===== src/rtl/biu_constants_pkg.sv =====
// Shared BIU type definitions used by the load/store path and the bus interface.
package biu_constants_pkg;

  typedef enum logic [2:0] {
    BYTE  = 3'd0,
    HWORD = 3'd1,
    WORD  = 3'd2,
    DWORD = 3'd3,
    QWORD = 3'd4
  } biu_size_t;

  // Bit 0: privileged, bit 1: non-secure, bit 2: instruction fetch
  typedef logic [2:0] biu_prot_t;

  localparam biu_prot_t PROT_DATA       = 3'b000;
  localparam biu_prot_t PROT_PRIVILEGED = 3'b001;
  localparam biu_prot_t PROT_NONSECURE  = 3'b010;
  localparam biu_prot_t PROT_INSTRUCTION = 3'b100;

endpackage


===== src/rtl/riscv_membuf_fifo.sv =====
// Circular-buffer storage for the memory buffer; clear has priority over write/read.
module riscv_membuf_fifo #(
  parameter int DEPTH = 4,
  parameter int WIDTH = 8
) (
  input  logic                     clk_i,
  input  logic                     rst_ni,
  input  logic                     clr,
  input  logic                     we,
  input  logic                     re,
  input  logic [WIDTH-1:0]         d,
  output logic [WIDTH-1:0]         q,
  output logic                     empty,
  output logic                     full,
  output logic [$clog2(DEPTH):0]   count
);

  localparam int AW = $clog2(DEPTH);
  localparam int CW = AW + 1;
  localparam logic [CW-1:0] FULL_CNT = CW'(DEPTH);

  logic [WIDTH-1:0] mem [DEPTH];
  logic [AW-1:0]    wr_ptr, rd_ptr;
  logic [CW-1:0]    cnt;
  logic             do_write, do_read;

  assign do_write = we & ~full & ~clr;
  assign do_read  = re & ~empty & ~clr;

  // Pointers wrap naturally since DEPTH is a power of two
  always_ff @(posedge clk_i or negedge rst_ni) begin
    if (!rst_ni) begin
      wr_ptr <= '0;
      rd_ptr <= '0;
      cnt    <= '0;
    end else if (clr) begin
      wr_ptr <= '0;
      rd_ptr <= '0;
      cnt    <= '0;
    end else begin
      if (do_write) wr_ptr <= wr_ptr + AW'(1);
      if (do_read)  rd_ptr <= rd_ptr + AW'(1);
      case ({do_write, do_read})
        2'b10:   cnt <= cnt + CW'(1);
        2'b01:   cnt <= cnt - CW'(1);
        default: cnt <= cnt;
      endcase
    end
  end

  always_ff @(posedge clk_i) begin
    if (do_write) mem[wr_ptr] <= d;
  end

  assign q     = mem[rd_ptr];
  assign empty = (cnt == '0);
  assign full  = (cnt == FULL_CNT);
  assign count = cnt;

endmodule


===== src/rtl/riscv_membuf_ot.sv =====
// In-order memory access buffer with optional empty-queue bypass, outstanding-request
// cap and cache-maintenance drain ordering.
module riscv_membuf_ot
  import biu_constants_pkg::*;
#(
  parameter int DEPTH       = 4,
  parameter int XLEN        = 32,
  parameter int OUTSTANDING = 2,
  parameter int BYPASS      = 1
) (
  input  logic                                 clk_i,
  input  logic                                 rst_ni,
  input  logic                                 flush_i,
  input  logic                                 stall_i,
  input  logic                                 req_i,
  input  logic [XLEN-1:0]                      adr_i,
  input  biu_size_t                            size_i,
  input  logic                                 lock_i,
  input  biu_prot_t                            prot_i,
  input  logic                                 we_i,
  input  logic [XLEN-1:0]                      d_i,
  input  logic                                 cm_clean_i,
  input  logic                                 cm_invalidate_i,
  output logic                                 ready_o,
  output logic                                 req_o,
  input  logic                                 ack_i,
  output logic [XLEN-1:0]                      adr_o,
  output biu_size_t                            size_o,
  output logic                                 lock_o,
  output biu_prot_t                            prot_o,
  output logic                                 we_o,
  output logic [XLEN-1:0]                      q_o,
  output logic                                 cm_clean_o,
  output logic                                 cm_invalidate_o,
  output logic                                 empty_o,
  output logic                                 full_o,
  output logic [$clog2(OUTSTANDING+1)-1:0]     inflight_o
);

  localparam int INFW = $clog2(OUTSTANDING + 1);
  localparam int CW   = $clog2(DEPTH) + 1;
  localparam logic [INFW-1:0] MAX_INFLIGHT = INFW'(OUTSTANDING);

  typedef struct packed {
    logic [XLEN-1:0] adr;
    biu_size_t       size;
    logic            lock;
    biu_prot_t       prot;
    logic            we;
    logic [XLEN-1:0] d;
    logic            cm_clean;
    logic            cm_invalidate;
  } entry_t;

  localparam int EW = $bits(entry_t);

  entry_t           in_entry, q_entry, head;
  logic [EW-1:0]    fifo_q;
  logic [CW-1:0]    q_count;
  logic             q_empty, q_full;
  logic             in_valid, head_valid, head_is_cm, can_issue;
  logic             issue, access_issue, ack_dec;
  logic             fifo_we, fifo_re;
  logic [INFW-1:0]  inflight_q;

  assign in_valid = req_i | cm_clean_i | cm_invalidate_i;

  assign in_entry.adr           = adr_i;
  assign in_entry.size          = size_i;
  assign in_entry.lock          = lock_i;
  assign in_entry.prot          = prot_i;
  assign in_entry.we            = we_i;
  assign in_entry.d             = d_i;
  assign in_entry.cm_clean      = cm_clean_i;
  assign in_entry.cm_invalidate = cm_invalidate_i;

  riscv_membuf_fifo #(
    .DEPTH (DEPTH),
    .WIDTH (EW)
  ) u_fifo (
    .clk_i  (clk_i),
    .rst_ni (rst_ni),
    .clr    (flush_i),
    .we     (fifo_we),
    .re     (fifo_re),
    .d      (in_entry),
    .q      (fifo_q),
    .empty  (q_empty),
    .full   (q_full),
    .count  (q_count)
  );

  assign q_entry = entry_t'(fifo_q);

  // With an empty queue the inputs themselves become the head when bypass is enabled
  assign head       = q_empty ? in_entry : q_entry;
  assign head_valid = ~q_empty | ((BYPASS != 0) & in_valid);
  assign head_is_cm = head.cm_clean | head.cm_invalidate;
  assign can_issue  = head_valid & ~flush_i;

  // Maintenance waits for every in-flight access to be acknowledged
  assign req_o           = can_issue & ~head_is_cm & (inflight_q < MAX_INFLIGHT);
  assign cm_clean_o      = can_issue & head.cm_clean & (inflight_q == '0);
  assign cm_invalidate_o = can_issue & head.cm_invalidate & (inflight_q == '0);

  assign issue        = (req_o | cm_clean_o | cm_invalidate_o) & ~stall_i;
  assign access_issue = req_o & ~stall_i;

  assign fifo_we = in_valid & ~q_full & ~flush_i & ~(issue & q_empty);
  assign fifo_re = issue & ~q_empty;

  assign adr_o  = head.adr;
  assign size_o = head.size;
  assign lock_o = head.lock;
  assign prot_o = head.prot;
  assign we_o   = head.we;
  assign q_o    = head.d;

  assign ready_o = ~q_full;
  assign empty_o = q_empty;
  assign full_o  = q_full;

  assign ack_dec = ack_i & (inflight_q != '0);

  always_ff @(posedge clk_i or negedge rst_ni) begin
    if (!rst_ni) begin
      inflight_q <= '0;
    end else begin
      case ({access_issue, ack_dec})
        2'b10:   inflight_q <= inflight_q + INFW'(1);
        2'b01:   inflight_q <= inflight_q - INFW'(1);
        default: inflight_q <= inflight_q;
      endcase
    end
  end

  assign inflight_o = inflight_q;

  a_count_in_range: assert property (@(posedge clk_i) disable iff (!rst_ni)
    q_count <= CW'(DEPTH));

endmodule


===== config.mk =====
export PLATFORM = sky130hd
export DESIGN_NAME = riscv_membuf_ot
export DESIGN_NICKNAME = d
export VERILOG_FILES = /design/src/rtl/biu_constants_pkg.sv /design/src/rtl/riscv_membuf_fifo.sv /design/src/rtl/riscv_membuf_ot.sv
export SDC_FILE = /design/constraint.sdc
export NUM_CORES = 1
export LEC_CHECK = 0
export ABC_AREA = 1
export CAP_MARGIN = 30
export CORE_UTILIZATION = 35
export CTS_CLUSTER_DIAMETER = 100
export CTS_CLUSTER_SIZE = 40
export DETAILED_ROUTE_END_ITERATION = 12
export HOLD_SLACK_MARGIN = 0.15
export PLACE_DENSITY_LB_ADDON = 0.25
export SYNTH_ARGS = -nofsm -noshare
export SYNTH_HDL_FRONTEND = slang
export SYNTH_SLANG_ARGS = --single-unit

===== constraint.sdc =====
create_clock -name clk_i -period 6.85 [get_ports clk_i]
set_clock_uncertainty 0.1 [all_clocks]
set_input_delay 1.7125 -clock clk_i [delete_from_list [all_inputs] [get_ports clk_i]]
set_output_delay 1.7125 -clock clk_i [all_outputs]
set_load 0.005 [all_outputs]

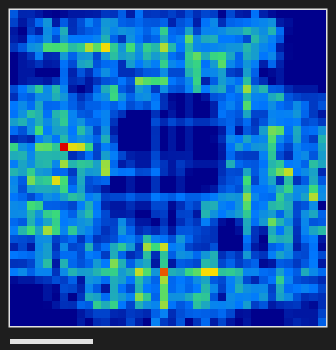
wire_density.png
Bar = 50 um. The die is cut into 38 by 38 equal tiles; dark blue is low, red is high, scaled to the fullest tile. Values are wire area over tile area, all layers added.
tiles over half the peak = 3.9%
mean over tiles = 0.12
fullest tile = 0.58
densest ninth of the die = west
nearly empty tiles = 13%

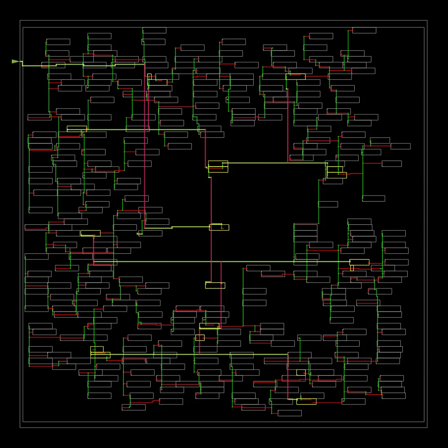
final_clocks.png
clock insertion delay at the later pin of the skew report: 510 ps
flop count: 305
number of buffers created by CTS: 12
TritonCTS Sinks: 305

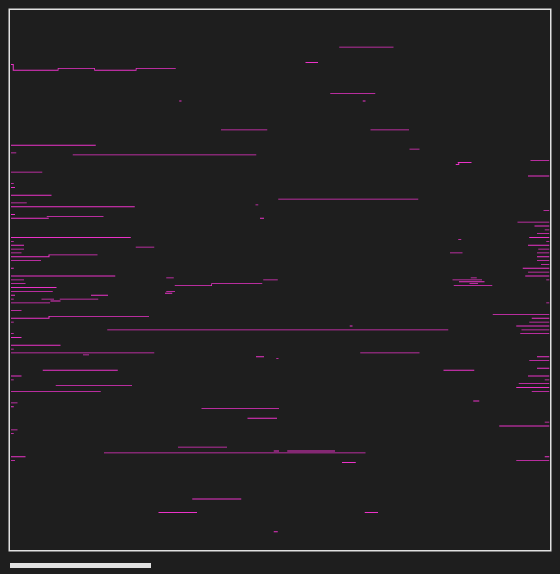
met3.png
Bar = 50 um.
wire length on this layer = 1,530 um
nets with wire on the layer = 106

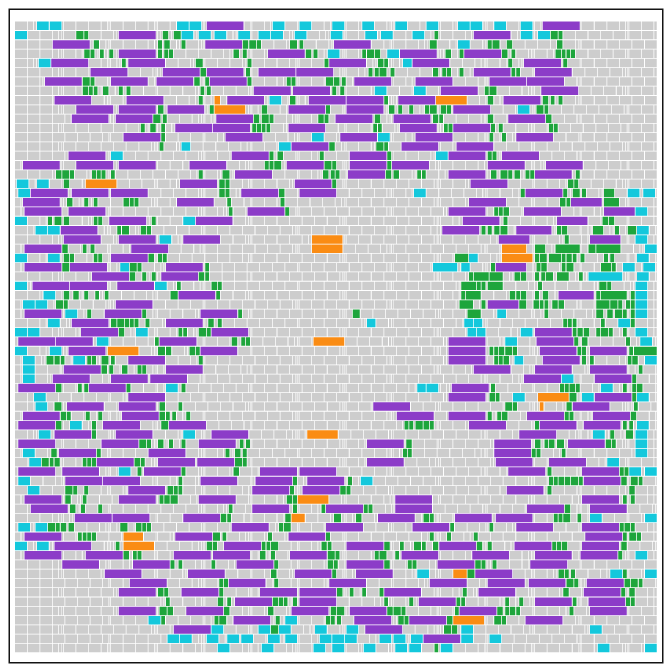
cell_classes.png
Fill, decap, tap and diode cells in grey.
cyan -> other buffers and delay cells  # cells 174
green -> all other logic  # cells 685
purple -> flip-flops  # cells 305
orange -> clock drivers and dummy loads  # cells 19
CORE AREA: 0.03480 mm2
design area: 0.01499 mm2
share of the final layout cell area in sequential cells: 0.6087

==> run notes <==
The number of non-clock inverters in the layout works out to 28. For the worst setup path, the data required time is 5040 ps. With the placed wire-length estimate at 15,230 um, the number of nets in the finished design is 1,264. In this run the worst path has a maximum fanout of 79. The area fraction in xor and xnor cells was 0.002103. For this block, the via count after detailed routing is 8,044.

The area fraction in and, or, nand and nor cells works out to 0.1328. Per the log, the first TritonRoute iteration ended with a DRC count of 488. The post-route worst setup slack is 1418 ps, and the final max-slew violation count is 0. For the net count of the mapped netlist, the log shows 1,140.

TritonCTS built the clock tree. Among cell families on the critical path, the largest total delay comes from buffers and inverters. The logs give 0.337 for the power share of the combinational group and 5 for the first-pass iteration count of the detailed router. The synthesized netlist contains 30 unique library cells. Setup repair after global routing left no endpoint under its margin. The biggest area consumer among synthesized cells was edfxtp_1. According to the timing report, the critical path is captured at adr_o[8].

The final report lists the setup-violating endpoint count as 0. With the number of standard cells after synthesis at 1,054, the I/O pin count is 160. According to the tapcell log, the count of inserted taps is 455. Looking at the clock tree report, the maximum root-to-sink buffer count equals 3.

The run finished with clean final reports. Entering global routing, the biggest net connects 154 pins. The run gives 43,610 um as the wire length of the first global-routing pass. The horizontal die dimension reported for this design is 191.0 um. The run gives 0 for the final antenna-violating net count. By count the netlist is led by nor2_1 (372), edfxtp_1 (296), o21ai_0 (140), a31oi_1 (72), clkbuf_1 (46). In this run the VDD rail shows a maximum IR drop of 0.4238 mV.

The run gives 0.184 for the clock network power share. The post-placement cell area is 0.01457 mm2. Looking at the worst setup and hold paths, the clock pins of their registers show a slew of 120 ps. The layout cell share with drive strength beyond 1 is 0.04818.

The DRC violations left was 0. The die covers 0.03647 mm2. The layout report lists the combined flip-flop and latch area as 0.009121 mm2.

nor2_1 is the most common cell in the netlist. The end of the worst hold path is u_fifo.wr_ptr[0]$_DFFE_PN0P_. Note that the worst hold path type here is reg -> reg. The run gives 0.3654 as the headroom to the max-slew limit.

The main area contributors are edfxtp_1 (71%), nor2_1 (11%), o21ai_0 (5.6%). The multi-input gate share of the layout cell area was 0.2041.
==> power by group through the flow <==
stage	logic [mW]	registers [mW]	clock network, mW
6_report	1.73	2.46	0.944
3_5_place_dp	1.74	2.51	0
5_1_grt	1.91	2.49	1.04
4_1_cts	1.75	2.46	0.985
2_1_floorplan	0.843	2.50	0
3_3_place_gp	1.73	2.50	0
==> stage by stage <==
step                total power, mW  utilization  hold WS (ps)  instances
detailed placement            4.241       0.4186         451.0       1618
global placement              4.228       0.4186         456.1       1618
global route                  5.435       0.4306         519.0       1638
floorplan                     3.338            -         412.9       1054
CTS                           5.196       0.4299         481.8       1637
finish                        5.133       0.4306         479.5       1638
==> cells in the final DEF, fill, tap and decap left out, drive strengths merged <==
master,n
nor2,376
edfxtp,296
clkdlybuf4s50,159
o21ai,148
a31oi,72
inv,31
nand2,28
buf,15
clkbuf,14
nand3,11
dfrtp,9
a21oi,5
ha,5
nand4,4
xnor2,2
clkinv,2
o21bai,1
o21a,1
o2111ai,1
nor3,1
xor2,1
fa,1
==> flip-flops by register name, indices dropped and copies added (netlist names) <==
name	flops
u_fifo.wr_ptr	2
u_fifo.mem	296
u_fifo.rd_ptr	2
u_fifo.count	3
inflight_o	2
==> worst register-to-register path, stage by stage (launching register included) <==
cell and delay, ps:
dfrtp_4 840, inv_4 860, nand2_1 130, a21oi_1 270, o21bai_4 120, nand4_4 90
nand2_2 100, nand2_1 110, nand2_2 170, nor2_4 520, buf_4 520
==> layer usage <==
layer / global-route usage / up-vias / share of wire
li1: - / 3963 / -
met1: 0.2134 / 3877 / 0.47
met2: 0.2532 / 174 / 0.47
met3: 0.02864 / 28 / 0.054
met4: 0.03108 / 2 / 0.013
met5: 0 / - / 0.00046
Power figures rest on the tool's default switching activity, not on a simulated workload.
